Design pc_sequencer, sky130hd; sources not shown.
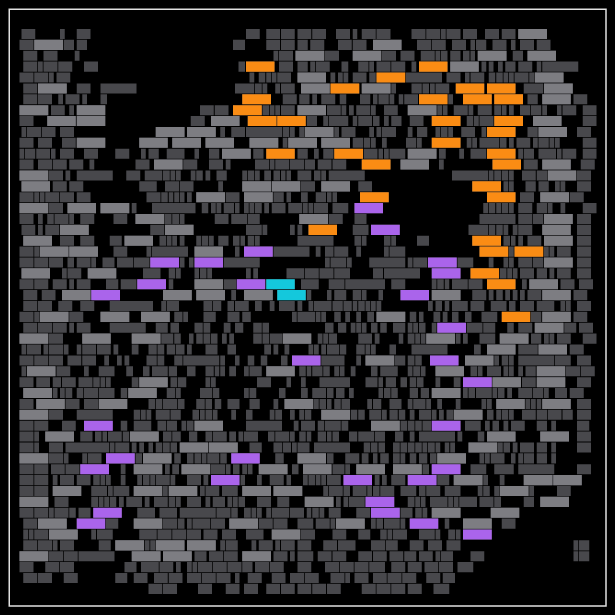
**Above:** sequential cells coloured by netlist name.
Drawn at 4 px/um. Other sequential cells in the stronger grey, the rest of the logic in the fainter grey.
colour	signal	sequential cells
cyan	`state`	2
purple	`drain_addr`	30
orange	`skid_instr`	32
post-layout utilization of the core: 69.16%
flop share of the area: 31.03%

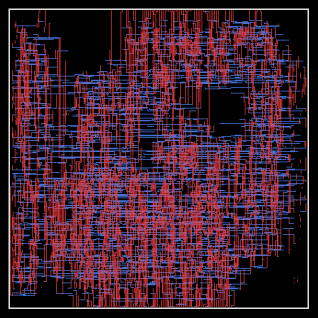
**Above:** signal wires by layer.
Drawn at 2 px/um. Two of the layers only.
colour	layer	wire length
blue	metal 1	13500 um
red	metal 2	16400 um
total routing usage reported by global routing: 30.64%
final WL: 34510 um
total via count in the routed design: 10160
Wirelength per Cell: 19.42 um

==> notes.md <==
Physical implementation

The run finished with clean final reports. Per the timing report, the achievable frequency comes out to 335.5 MHz. Of all the cell area in the finished design, non-clock buffers hold 24.06%.

Yosys reports a chip area of 0.01006 mm2. The region available for standard cell placement spans 0.02043 mm2. For met3 alone, demand over resource in global routing was 6.024%. The non-clock buffer total of the final layout is 401. The run reported a max-capacitance violation count of 0.

Among all cell classes, the greatest summed area belongs to logic gates. The sort of element at the start of the critical path is a flip-flop. In this run the cell area of the synthesized design comes to 0.01006 mm2. 832 cells are multi-input combinational gates.

The top power group is sequential cells. The post-route met1 wirelength is 13470 um. The area of the multi-input gates is 0.005106 mm2.

There are 219 flip-flops and latches. The longest incremental delay of any stage on the critical path is reported as 0.44 ns. The simple-gate portion of the synthesized area is 16.91%. In the synthesized netlist the dominant register cell turns out to be dfxtp_1. The largest non-sequential cell family by area is AND-OR/OR-AND gates. The quantity of I/O buffers inserted on ports is 286. The kind of cell adding the most delay to the critical path is buffers and inverters. The final-stage net count is 1630. The final timing report lists a hold violation count of 0. Power comes to 8.158 mW.

STA classifies the critical path endpoint as an output port. The synthesis stat section lists a flop and latch total of 219. The number of warnings the tools reported is 33. The global routing report lists met2 layer usage as 52.52%. The minimum period implied by the final worst setup slack is 2.980 ns.

The finished layout holds 1777 standard cells, fillers aside. Per the gpl log, the routability congestion estimate is 0.9640. The share of the synthesized area in the top cell type is 43.56%. The commonest cells after synthesis are 219 x dfxtp_1, 211 x nand2_1, 123 x nor2_1. The H-tree depth reported by CTS is 1. The layout report lists the combined flip-flop and latch area as 0.004384 mm2. The count of filler cells inserted in the layout is 1639. Between the synthesized netlist and the finished layout, the area growth was recorded as 40.38%. Looking at the gate-level netlist, the highest instance count belongs to dfxtp_1. Buffers inserted to repair hold after CTS numbered 0.

The post-CTS setup buffer count is 0. The synthesis run shows multiplexers occupying 15.84% of the cell area. The clock edge transition at the registers on the reported setup and hold paths is 0.05 ns. The switching power share of the total is 32.09%. The longest clock path from root to sink contains 3 buffers. Looking at the global route congestion table, the highest-usage layer is met2. The power density of the placed cells is 577.4 mW/mm2.

For the worst setup path, the data required time is 2.79 ns. Of the cells placed in the final design, the portion with a size suffix greater than 1 is 9.489%. The post-synth count of flops with an enable pin is 0. The transition time of the tightest slew-check pin is 1.206 ns. The first global-routing pass estimated 53360 um of wire. The total non-filler cell area in the finished layout is 0.01413 mm2. Setup slack on the worst reg-to-reg path comes out at 0.16 ns. TritonCTS reports the number of clock sinks as 219. 0 antenna diodes ended up in the layout.

Of the total synthesized cell area, the portion taken by AND-OR and OR-AND cells is 17.06%. Sequential cells consume a total of 3.08 mW. In the final report, the number of pins over their slew limit comes to 0.

The worst hold path cell count is 5. The worst-case setup slack after placement is -0.2314 ns. By area the synthesized netlist is led by dfxtp_1 44%, mux2i_1 12%, nand2_1 7.9%, a21oi_1 5.9%, nor2_1 4.6%. The DRC violations left is 0. The overall die height is 148.8 um.

The largest fanout of any net on the critical path is 10. In this run the worst hold path is classified as in -> reg. Clock cells make up 6.057% of the layout cell area. The mean instance size in the synthesized netlist is 8.580 um2. For this run, the detailed router's first-pass iteration total came to 5. In the synthesized netlist the async set-or-reset flop fraction comes to 0%. Leaving out fill and tap cells, the most frequent cells in the layout are 258 x clkdlybuf4s50_1, 219 x dfxtp_1, 211 x nand2_1. The internal power contribution is 5.541 mW. The die covers 0.02214 mm2. The number of standard cells reported by yosys is 1173.

The antenna violation net count after detailed routing is 0. The slowest library cell on the worst path is dlygate4sd2_1. The clock network fraction of total power is 37.4%. The floorplan report lists the tap cell count as 270. The sequential area share after synthesis is 43.56%. The post-placement cell count is 1734.

The TritonCTS clock tree is done. The worst relative slew slack is 18.87%. On the final layout, the worst hold slack is 0.3162 ns. Counting only logic cells after layout, the most numerous master is clkdlybuf4s50_1. The count of different cell masters after synthesis is 57. The total number of placement rows is 52. The synthesized netlist devotes 0.6216% of its cell area to adder and majority cells. Using the TritonRoute via totals, the vias-per-cell ratio works out to 5.717. The horizontal die dimension reported for this design is 148.8 um. Setup repair after global routing left no endpoint under its margin. The top layer reached by signal wires is met4. The placement stage leaves a total instance area of 0.01328 mm2.

Entering global routing, the biggest net connects 14 pins. The insertion delay of the later-clocked pin in the worst-skew pair is 0.53 ns. The worst IR drop on VDD is 0.4226 mV. For met1 alone, demand over resource in global routing was 37.19%. The final period utilization is 96.14%. Per the log, the first TritonRoute iteration ended with a DRC count of 972. The worst setup skew after layout is 0.01607 ns. The total setup violations reported at the end of the flow is 0.

The data arrival time at the worst-slack endpoint is 2.67 ns. The routed wire length on met3 is 2870 um. In this run, power in the clock network comes to 3.05 mW. The switching power of the nets is 2.618 mW. The xor and xnor area share after synthesis is 0%. Listed in order, past its start point the critical path passes inv_1, ha_1, clkbuf_1, clkbuf_2, mux2_2, dlygate4sd2_1.

The final critical-path setup slack is 0.1198 ns. For this design the static power due to leakage is 5.072 nW. The number of gates resized after CTS was 35. Of the total power, registers draw 37.8%. The power attributed to combinational cells is 2.02 mW. Note, the detailed placer reported a final HPWL of 25210 um.

The logic share of the area is 36.14%. The number of antenna violations at the first check in global routing came to 0. The synthesis report lists the Yosys warning total as 0.

The synthesized instance count is 1173. The clock root buffer master is clkbuf_16. For the worst flop-to-flop path, the logic depth is 7. In the setup report, the worst path falls into the class reg -> out.

The total met2 wirelength after detailed routing is 16430 um. The combined buffer and inverter count along the critical path is 4. The number of global-route vias before repair is 10000.

The clock buffer instance count of the final layout is 32. The relative contribution of combinational cells to total power is 24.8%. After global routing the overflow that remains totals 0. Per the synthesis report, the dominant area consumer among library cells is dfxtp_1. The critical path depth is 6. The initial utilization of the core area, before any placement, comes to 49.27%. The number of ordinary inverters in the final layout is 12. Counting the buffers created by CTS gives 24. The number of placed I/O pins is 299. The total negative slack is 0 ns.
Power is estimated from default activity; no workload was simulated.
